==> run_1/m1.png <==
The bar under the picture is 20 µm long. Supply wires on this layer in grey.
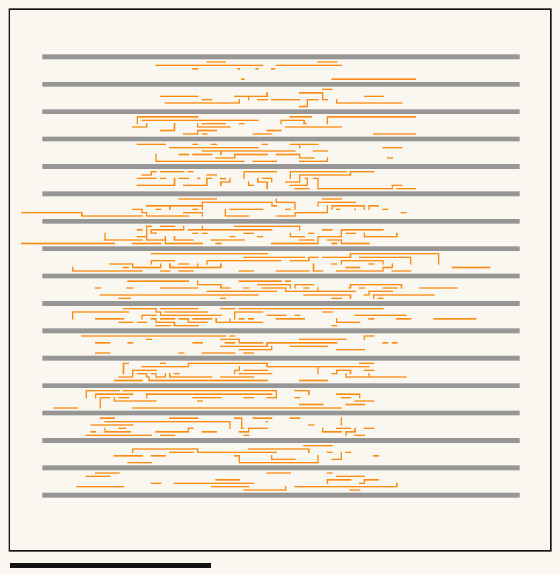
==> run_1/m2.png <==
The bar under the picture is 20 µm long.
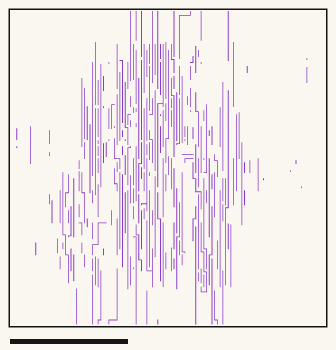
==> run_1/m3.png <==
Cells faint in the background.
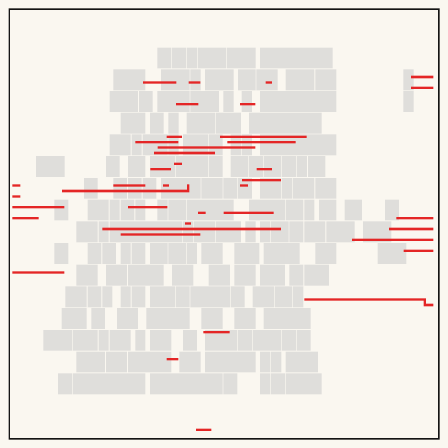
<file path="src/rtl/cpu_ctrl_pkg.sv">
// Shared encodings for the multicycle control sequencer: opcodes, ALU
// function codes, FSM state codes and the decoded instruction class.
package cpu_ctrl_pkg;

  localparam int OP_W  = 5;
  localparam int ALU_W = 4;

  localparam logic [OP_W-1:0] OP_LD   = 5'b00000;
  localparam logic [OP_W-1:0] OP_LDI  = 5'b00001;
  localparam logic [OP_W-1:0] OP_ST   = 5'b00010;
  localparam logic [OP_W-1:0] OP_ADD  = 5'b00011;
  localparam logic [OP_W-1:0] OP_SUB  = 5'b00100;
  localparam logic [OP_W-1:0] OP_AND  = 5'b00101;
  localparam logic [OP_W-1:0] OP_OR   = 5'b00110;
  localparam logic [OP_W-1:0] OP_ADDI = 5'b01100;
  localparam logic [OP_W-1:0] OP_ANDI = 5'b01101;
  localparam logic [OP_W-1:0] OP_ORI  = 5'b01110;
  localparam logic [OP_W-1:0] OP_NOP  = 5'b11010;
  localparam logic [OP_W-1:0] OP_HALT = 5'b11011;

  localparam logic [ALU_W-1:0] ALU_ADD = 4'd0;
  localparam logic [ALU_W-1:0] ALU_SUB = 4'd1;
  localparam logic [ALU_W-1:0] ALU_AND = 4'd2;
  localparam logic [ALU_W-1:0] ALU_OR  = 4'd3;

  localparam logic [3:0] S_IDLE   = 4'd0;
  localparam logic [3:0] S_T0     = 4'd1;
  localparam logic [3:0] S_T1     = 4'd2;
  localparam logic [3:0] S_T2     = 4'd3;
  localparam logic [3:0] S_T3     = 4'd4;
  localparam logic [3:0] S_T4     = 4'd5;
  localparam logic [3:0] S_T5     = 4'd6;
  localparam logic [3:0] S_T6     = 4'd7;
  localparam logic [3:0] S_T7     = 4'd8;
  localparam logic [3:0] S_HALTED = 4'd9;

  typedef enum logic [2:0] {
    CLS_RTYPE = 3'd0,
    CLS_IMM   = 3'd1,
    CLS_LDI   = 3'd2,
    CLS_LD    = 3'd3,
    CLS_ST    = 3'd4,
    CLS_NOP   = 3'd5,
    CLS_HALT  = 3'd6
  } instr_class_e;

endpackage

</file>
<file path="src/rtl/control_sequencer_opcode_decode.sv">
// Combinational opcode decode: IR[31:27] -> instruction class and ALU function.
// Unlisted opcodes fall through to the nop class.
module opcode_decode
  import cpu_ctrl_pkg::*;
(
  input  logic [OP_W-1:0]  opcode,
  output instr_class_e     instr_class,
  output logic [ALU_W-1:0] alu_fn
);

  // Class and ALU function per opcode; address arithmetic uses ADD
  always_comb begin
    instr_class = CLS_NOP;
    alu_fn      = ALU_ADD;
    case (opcode)
      OP_ADD:  begin instr_class = CLS_RTYPE; alu_fn = ALU_ADD; end
      OP_SUB:  begin instr_class = CLS_RTYPE; alu_fn = ALU_SUB; end
      OP_AND:  begin instr_class = CLS_RTYPE; alu_fn = ALU_AND; end
      OP_OR:   begin instr_class = CLS_RTYPE; alu_fn = ALU_OR;  end
      OP_ADDI: begin instr_class = CLS_IMM;   alu_fn = ALU_ADD; end
      OP_ANDI: begin instr_class = CLS_IMM;   alu_fn = ALU_AND; end
      OP_ORI:  begin instr_class = CLS_IMM;   alu_fn = ALU_OR;  end
      OP_LDI:  begin instr_class = CLS_LDI;   alu_fn = ALU_ADD; end
      OP_LD:   begin instr_class = CLS_LD;    alu_fn = ALU_ADD; end
      OP_ST:   begin instr_class = CLS_ST;    alu_fn = ALU_ADD; end
      OP_HALT: begin instr_class = CLS_HALT;  alu_fn = ALU_ADD; end
      OP_NOP:  begin instr_class = CLS_NOP;   alu_fn = ALU_ADD; end
      default: begin instr_class = CLS_NOP;   alu_fn = ALU_ADD; end
    endcase
  end

endmodule

</file>
<file path="src/rtl/control_sequencer.sv">
// Moore control sequencer for the 32-bit datapath: fetch T0-T2, then a
// class-specific execute sequence. The state register is the only storage.
module control_sequencer
  import cpu_ctrl_pkg::*;
#(
  parameter int OPW  = 5,
  parameter int ALUW = 4
) (
  input  logic            clock,
  input  logic            reset_n,
  input  logic [31:0]     ir,
  input  logic            mem_ready,
  output logic            Gra,
  output logic            Grb,
  output logic            Grc,
  output logic            Rin,
  output logic            Rout,
  output logic            BAout,
  output logic            PCout,
  output logic            PCin,
  output logic            IncPC,
  output logic            MARin,
  output logic            MDRin,
  output logic            MDRout,
  output logic            IRin,
  output logic            Yin,
  output logic            Zin,
  output logic            Zlowout,
  output logic            Cout,
  output logic            Read,
  output logic            Write,
  output logic [ALUW-1:0] alu_op,
  output logic            run
);

  logic [3:0]       state_q;
  logic [3:0]       state_d;
  instr_class_e     cls_s;
  logic [ALU_W-1:0] alu_fn_s;
  logic             ir_unused_s;

  // The datapath holds IR stable from the end of T2, so decoding it live is safe
  opcode_decode u_decode (
    .opcode      (ir[31 -: OPW]),
    .instr_class (cls_s),
    .alu_fn      (alu_fn_s)
  );

  assign ir_unused_s = ^ir[31-OPW:0];

  // Next-state logic; mem_ready only matters in the memory-wait states
  always_comb begin
    state_d = state_q;
    case (state_q)
      S_IDLE: state_d = S_T0;
      S_T0:   state_d = S_T1;
      S_T1:   state_d = mem_ready ? S_T2 : S_T1;
      S_T2:   state_d = S_T3;
      S_T3: begin
        if (cls_s == CLS_HALT) begin
          state_d = S_HALTED;
        end else if (cls_s == CLS_NOP) begin
          state_d = S_T0;
        end else begin
          state_d = S_T4;
        end
      end
      S_T4:   state_d = S_T5;
      S_T5:   state_d = ((cls_s == CLS_LD) || (cls_s == CLS_ST)) ? S_T6 : S_T0;
      S_T6: begin
        if (cls_s == CLS_LD) begin
          state_d = mem_ready ? S_T7 : S_T6;
        end else if (cls_s == CLS_ST) begin
          state_d = S_T7;
        end else begin
          state_d = S_T0;
        end
      end
      S_T7: begin
        if (cls_s == CLS_ST) begin
          state_d = mem_ready ? S_T0 : S_T7;
        end else begin
          state_d = S_T0;
        end
      end
      S_HALTED: state_d = S_HALTED;
      default:  state_d = S_IDLE;
    endcase
  end

  // State register; reset abandons any instruction in flight
  always_ff @(posedge clock or negedge reset_n) begin
    if (!reset_n) begin
      state_q <= S_IDLE;
    end else begin
      state_q <= state_d;
    end
  end

  // Moore output decode
  always_comb begin
    Gra = 1'b0; Grb = 1'b0; Grc = 1'b0;
    Rin = 1'b0; Rout = 1'b0; BAout = 1'b0;
    PCout = 1'b0; PCin = 1'b0; IncPC = 1'b0; MARin = 1'b0;
    MDRin = 1'b0; MDRout = 1'b0; IRin = 1'b0;
    Yin = 1'b0; Zin = 1'b0; Zlowout = 1'b0; Cout = 1'b0;
    Read = 1'b0; Write = 1'b0;
    alu_op = '0;
    run = 1'b1;
    case (state_q)
      S_T0: begin PCout = 1'b1; MARin = 1'b1; IncPC = 1'b1; Zin = 1'b1; end
      S_T1: begin Zlowout = 1'b1; PCin = 1'b1; Read = 1'b1; MDRin = 1'b1; end
      S_T2: begin MDRout = 1'b1; IRin = 1'b1; end
      S_T3: begin
        if ((cls_s == CLS_RTYPE) || (cls_s == CLS_IMM)) begin
          Grb = 1'b1; Rout = 1'b1; Yin = 1'b1;
        end else if ((cls_s == CLS_LDI) || (cls_s == CLS_LD) || (cls_s == CLS_ST)) begin
          Grb = 1'b1; BAout = 1'b1; Yin = 1'b1;
        end else begin
          Yin = 1'b0;
        end
      end
      S_T4: begin
        Zin    = 1'b1;
        alu_op = ALUW'(alu_fn_s);
        if (cls_s == CLS_RTYPE) begin
          Grc = 1'b1; Rout = 1'b1;
        end else begin
          Cout = 1'b1;
        end
      end
      S_T5: begin
        Zlowout = 1'b1;
        if ((cls_s == CLS_LD) || (cls_s == CLS_ST)) begin
          MARin = 1'b1;
        end else begin
          Gra = 1'b1; Rin = 1'b1;
        end
      end
      S_T6: begin
        MDRin = 1'b1;
        if (cls_s == CLS_ST) begin
          Gra = 1'b1; Rout = 1'b1;
        end else begin
          Read = 1'b1;
        end
      end
      S_T7: begin
        if (cls_s == CLS_ST) begin
          Write = 1'b1;
        end else begin
          MDRout = 1'b1; Gra = 1'b1; Rin = 1'b1;
        end
      end
      S_HALTED: run = 1'b0;
      default:  run = 1'b1;
    endcase
  end

endmodule

</file>
<file path="config.mk">
export PLATFORM = sky130hd
export DESIGN_NAME = control_sequencer
export DESIGN_NICKNAME = d
export VERILOG_FILES = /design/src/rtl/cpu_ctrl_pkg.sv /design/src/rtl/control_sequencer_opcode_decode.sv /design/src/rtl/control_sequencer.sv
export SDC_FILE = /design/constraint.sdc
export NUM_CORES = 1
export LEC_CHECK = 0
export CAP_MARGIN = 20
export CORE_MARGIN = 3
export CORE_UTILIZATION = 33
export CTS_CLUSTER_DIAMETER = 100
export CTS_CLUSTER_SIZE = 12
export DETAILED_ROUTE_END_ITERATION = 7
export PLACE_DENSITY = 0.91
export RECOVER_POWER = 100
export SLEW_MARGIN = 30
export SYNTH_ARGS = -nofsm -noshare
export SYNTH_HDL_FRONTEND = slang
export SYNTH_SLANG_ARGS = --single-unit
</file>
<file path="constraint.sdc">
create_clock -name clock -period 2.65 [get_ports clock]
set_input_delay 0.53 -clock clock [delete_from_list [all_inputs] [get_ports clock]]
set_output_delay 0.53 -clock clock [all_outputs]
set_load 0.01 [all_outputs]
</file>
==> flow_summary_export.csv, run 1 <==
group,metric,value,unit
synthesis,synth_cell_types,36,
synthesis,ff_type,"dfrtp_1",
detailed_routing,drt_iter0_markers,60,
min_path,hold_path_class,"input port to asynchronous set/reset pin",
timing,finalSetupViolCount,1,
critical_path,cp.arrival,2.13,ns
final_layout,fillCellCount,171,
critical_path,startpoint_type,"flip-flop",
floorplanning,fp.dieW,53.62,µm
critical_path,cpMostUsedCell,"nand2_1",
global_route,grt_overflow,0,
clocking,htree_levels,1,
critical_path,slowest_delay,0.56,ns
final_layout,nets,198,
synthesis,ys.warnings.count,0,
status,violations,"setup timing",
timing,hold-worst-slack,0.5610,ns
final_layout,largest_registers,"state_q x4",
detailed_routing,via_per_inst,5.614,
placement,place_area,1161,µm²
placement,portBuffers,29,
timing,worst_slack,-0.005644,ns
detailed_routing,drcViolationCount,0,
global_route,grt_busiest_layer,"met2",
detailed_routing,drt-pass1-iter-count,4,
detailed_routing,ant_nets,0,
final_layout,top_register,"state_q",
run,max-cap-violations,0,
pwr,switchingPower,361.0,µW
status,status,"finished with violations",
global_route,grt_use_total,18.60,%
critical_path,rr_startpoint,"state_q[1]",
synthesis,syn_area,748.2,µm²
global_route,grt_start_max_net_pins,13,
placement,placedCellCount,178,
clocking,clockRootBuffer,"clkbuf_4",
timing,period_needed,2.656,ns
final_layout,synthToLayoutAreaGrowth,68.56,%
clocking,cts.sinks,4,
floorplanning,core_area,2062,µm²
## Picture notes: m1.png
- main direction: horizontal
- wire length on this layer: 1040 µm
met1 Track Usage GR: 20.94%
final WL: 2777 µm
via count: 1033

## Picture notes: m2.png
- nets with wire on the layer: 150
- share of all routed wire: 51%
- longest straight run: 20.7 µm
GR Util met2: 34.90%

## Picture notes: m3.png
- share of all routed wire: 7.0%
- wire length on this layer: 195 µm
- longest straight run: 22.1 µm
met3 Resource Use GR: 1.662%

[run 1: power groups by stage]
stage | Combinational [mW] | Clock, mW | Sequential, mW
2_1_floorplan | 0.318 | 0 | 0.0998
3_3_place_gp | 0.515 | 0 | 0.140
3_5_place_dp | 0.523 | 0 | 0.140
4_1_cts | 0.496 | 0.0759 | 0.145
5_1_grt | 0.620 | 0.0765 | 0.140
6_report | 0.567 | 0.0744 | 0.134
[run 1: cell usage after synthesis (2+ instances only)]
cell	instances	share of area, %
dfrtp_1	4	13
nor4b_1	2	2.3
nor2_1	12	6.0
clkbuf_1	4	2.0
and2_1	2	1.7
ha_1	4	6.7
nand2_1	15	7.5
nand3_1	6	4.0
nor3b_1	3	3.0
nand2b_1	6	5.0
o21ai_0	4	2.7
inv_1	6	3.0
nor2b_1	5	4.2
a21oi_1	10	6.7
o221ai_1	2	2.3
nor3_1	4	2.7
buf_4	4	4.0
[run 1: layer usage]
metal / part of all wire [%] / routed length (µm)
met1: 37 / 1035
met2: 51 / 1415
met3: 7.0 / 194
met4: 4.8 / 132
met5: 0 / 0
[run 1: through the flow]
stage / setup WS (ns) / utilization, % / TNS, ns
final: -0.005644 / 61.17 / -0.005644
after global routing: -0.1253 / 61.17 / -0.3729
after CTS: 0.004406 / 57.52 / 0
after detailed placement: -0.9423 / 56.31 / -10.94
after global placement: -0.8444 / 56.31 / -9.846
after floorplan: 0.05823 / - / 0
[run 1: how the worst max path moves through the flow]
stage / startpoint / endpoint / slack [ns]
CTS: ir[28] / Grc / 0.004
floorplan: ir[27] / Yin / 0.06
global placement: ir[27] / Rout / -0.84
global route: state_q[1] / MDRin / -0.13
finish: state_q[1] / MDRin / -0.006
detailed placement: ir[27] / Rout / -0.94
[run 1: timing repair]
item	in CTS	in global routing
hold endpoints to repair	0	0
resized	67	32
setup endpoints to repair	14	13
pin swaps	7	9
buffers inserted	1	2
[run 1: worst reg2reg max path, delay by kind of cell (launching register included)]
family          cells  cell delay, ns
compound gates      2            0.48
flops               1            0.56
simple gates        2            0.60
[run 1: cell families after synthesis]
kind of cell | synth area share [%]
and+or+nand+nor | 44.48
AOI/OAI and AO/OA | 22.58
buffers and inverters | 11.20
adders and majority gates | 6.689
DFF | 13.38
xor gates and xnor gates | 1.171
other | 0.5012
[run 1: cells in the final DEF (no fill, tap or decap), types with 2 or more instances in the layout]
cell	n
nand3_1	6
inv_1	4
nor2b_1	3
nor3b_1	2
buf_4	21
nor3_1	3
conb_1	2
a21oi_1	9
ha_4	3
or4b_4	2
clkdlybuf4s50_1	11
buf_8	2
dfrtp_2	2
buf_6	2
o21ai_0	3
nor4b_1	2
nand2_1	12
nor2_1	12
buf_2	8
a21oi_4	2
clkbuf_2	6
o221ai_1	2
nand2b_1	6
dfrtp_1	2
nor2b_2	2
clkbuf_4	3
nand2_4	2
[run 1: area by class of cell]
cell class	instances	area, µm²	share of cell area [%]
repair buffers	51	400.4	31.75
inverters	6	27.53	2.183
multi-input cells	93	674.4	53.47
clock buffers	3	22.52	1.786
well taps	27	33.78	2.679
flip-flops and latches	4	102.6	8.135
==> run 2, diff against run 1 <==
CORE_MARGIN = 5   (was 3)
TNS_END_PERCENT = 100   (was default)
==> run_2/clock_wires.png <==
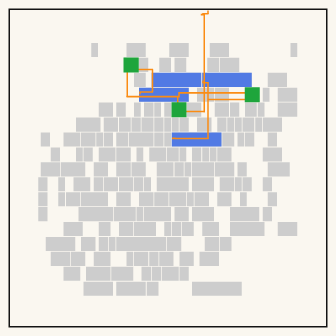
- green: clock-net drivers (count 3)
- orange: clock wires (length 92.4 µm)
- blue: flip-flops (count 4)
- flops lie: top centre
clk pwr: 78.6 µW
Layout Skew: 0.006951 ns

==> run_2/m3.png <==
Cells faint in the background.
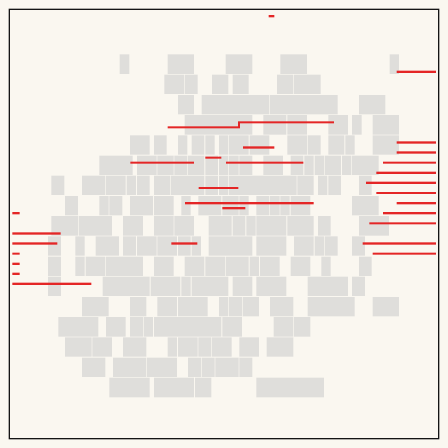
- main direction: horizontal
- share of all routed wire: 7.3%
- longest straight run: 17.0 µm
final WL: 2543 µm
met3 Resource Use GR: 4.009%
via count: 998

==> flow_summary_export.csv, run 2 <==
group,metric,value,unit
final_layout,layout_top_cell,"buf_4",
detailed_routing,route.met2.wl,1308,µm
synthesis,yosys.area.top_type_share,13.38,%
pwr,switchingPower,357.2,µW
synthesis,ys.warnings.count,0,
critical_path,startpoint_type,"input port",
critical_path,slowest_delay,0.53,ns
global_route,grt_use_total,15.28,%
floorplanning,fp.dieW,57.62,µm
timing,finalSetupViolCount,0,
critical_path,cp.arrival,2.09,ns
min_path,hold_path_class,"input port to asynchronous set/reset pin",
run,max-cap-violations,0,
global_route,grt_overflow,0,
final_layout,largest_registers,"state_q x4",
detailed_routing,drt-pass1-iter-count,4,
detailed_routing,drt_iter0_markers,27,
detailed_routing,wl_met3,185,µm
placement,portBuffers,29,
final_layout,synthToLayoutAreaGrowth,76.76,%
synthesis,syn_area,748.2,µm²
detailed_routing,top_layer,"met4",
final_layout,lay_top_cells,"27 x buf_4, 12 x nor2_1, 12 x nand2_1",
clocking,cts.sinks,4,
detailed_routing,route.layer.met1.wl,1032,µm
detailed_routing,ant_nets,0,
status,status,"finished clean",
timing,hold-worst-slack,0.5593,ns
synthesis,common_cells,"15 x nand2_1, 12 x nor2_1, 10 x a21oi_1",
synthesis,ff_type,"dfrtp_1",
clocking,htree_levels,1,
clocking,clockRootBuffer,"clkbuf_4",
floorplanning,core_area,2191,µm²
synthesis,synth_cell_types,36,
timing,period_needed,2.615,ns
run 2: netlist changes by cell type in the layout (fill, tap and decap cells not counted), sizes merged:
| cell | previous run | this run |
|---|---|---|
| dlygate4sd2 | 0 | 2 |
| clkdlybuf4s50 | 11 | 4 |
| buf | 33 | 39 |
| clkbuf | 9 | 8 |
| dlygate4sd3 | 1 | 8 |
run 2: worst paths after layout:
path | startpoint | slack, ns | depth (start not counted) | endpoint
max in group asynchronous | reset_n | 1.91 | 1 | state_q[2]
hold reg to reg | state_q[1] | 0.74 | 2 | state_q[3]
setup reg to reg | state_q[0] | 1.04 | 5 | state_q[2]
setup / recovery | ir[27] | 0.03 | 7 | Yin
hold / removal | reset_n | 0.56 | 1 | state_q[1]
min in group clock | state_q[1] | 0.74 | 2 | state_q[3]
run 2: final cells by class:
class | count | area [µm²]
clock buffer | 3 | 22.52
fill | 190 | 868.3
inverter | 6 | 25.02
multi-input combinational | 93 | 679.4
sequential | 4 | 100.1
tap | 28 | 35.03
timing repair buffer | 58 | 460.4
run 2: through the flow:
step | setup slack, ns | setup TNS, ns | utilization [%] | instances
2_1_floorplan | 0.05823 | 0 | - | 113
3_3_place_gp | -0.8761 | -10.25 | 56.14 | 188
3_5_place_dp | -0.9247 | -11.21 | 56.14 | 188
4_1_cts | 0.01726 | 0 | 58.42 | 192
5_1_grt | -0.01839 | -0.06231 | 60.37 | 192
6_report | 0.03486 | 0 | 60.37 | 192
run 2: kinds of logic (layout without fill, tap and decap cells):
family                   Yosys count  after routing  synth area share [%]
flip-flops                         4              4                 13.38
buffers and inverters             16             67                 11.20
other                              1              2                0.5012
XOR/XNOR                           1              1                 1.171
AND/OR/NAND/NOR                   62             62                 44.48
adder cells (fa/ha/maj)            4              4                 6.689
AND-OR/OR-AND                     24             24                 22.58
run 2: per-layer routing:
| layer | vias to the layer above | global-route usage [%] |
|---|---|---|
| met5 | - | 0 |
| met4 | 0 | 3.311 |
| met3 | 2 | 4.009 |
| met2 | 40 | 26.61 |
| met1 | 467 | 18.77 |
| li1 | 489 | - |
run 2: worst register-to-register path: stages, from the launching register on:
cell and delay [ns]:
dfrtp_1 0.37, buf_4 0.18, nor2b_1 0.38, nand3_2 0.12, a221o_1 0.39, o211ai_2 0.09
run 2: timing repair:
item | CTS | global route
pin swaps | 5 | 5
gates resized | 78 | 16
setup buffers | 1 | 0
setup endpoints to repair | 14 | 11
run 2: power by group through the flow:
| stage | clock network [mW] | registers, mW | logic (mW) |
|---|---|---|---|
| floorplan | 0 | 0.0998 | 0.318 |
| finish | 0.0786 | 0.0985 | 0.601 |
| detailed placement | 0 | 0.0983 | 0.610 |
| CTS | 0.0809 | 0.0976 | 0.601 |
| global placement | 0 | 0.0964 | 0.594 |
| global route | 0.0847 | 0.102 | 0.656 |
Power and IR drop assume default switching activity.
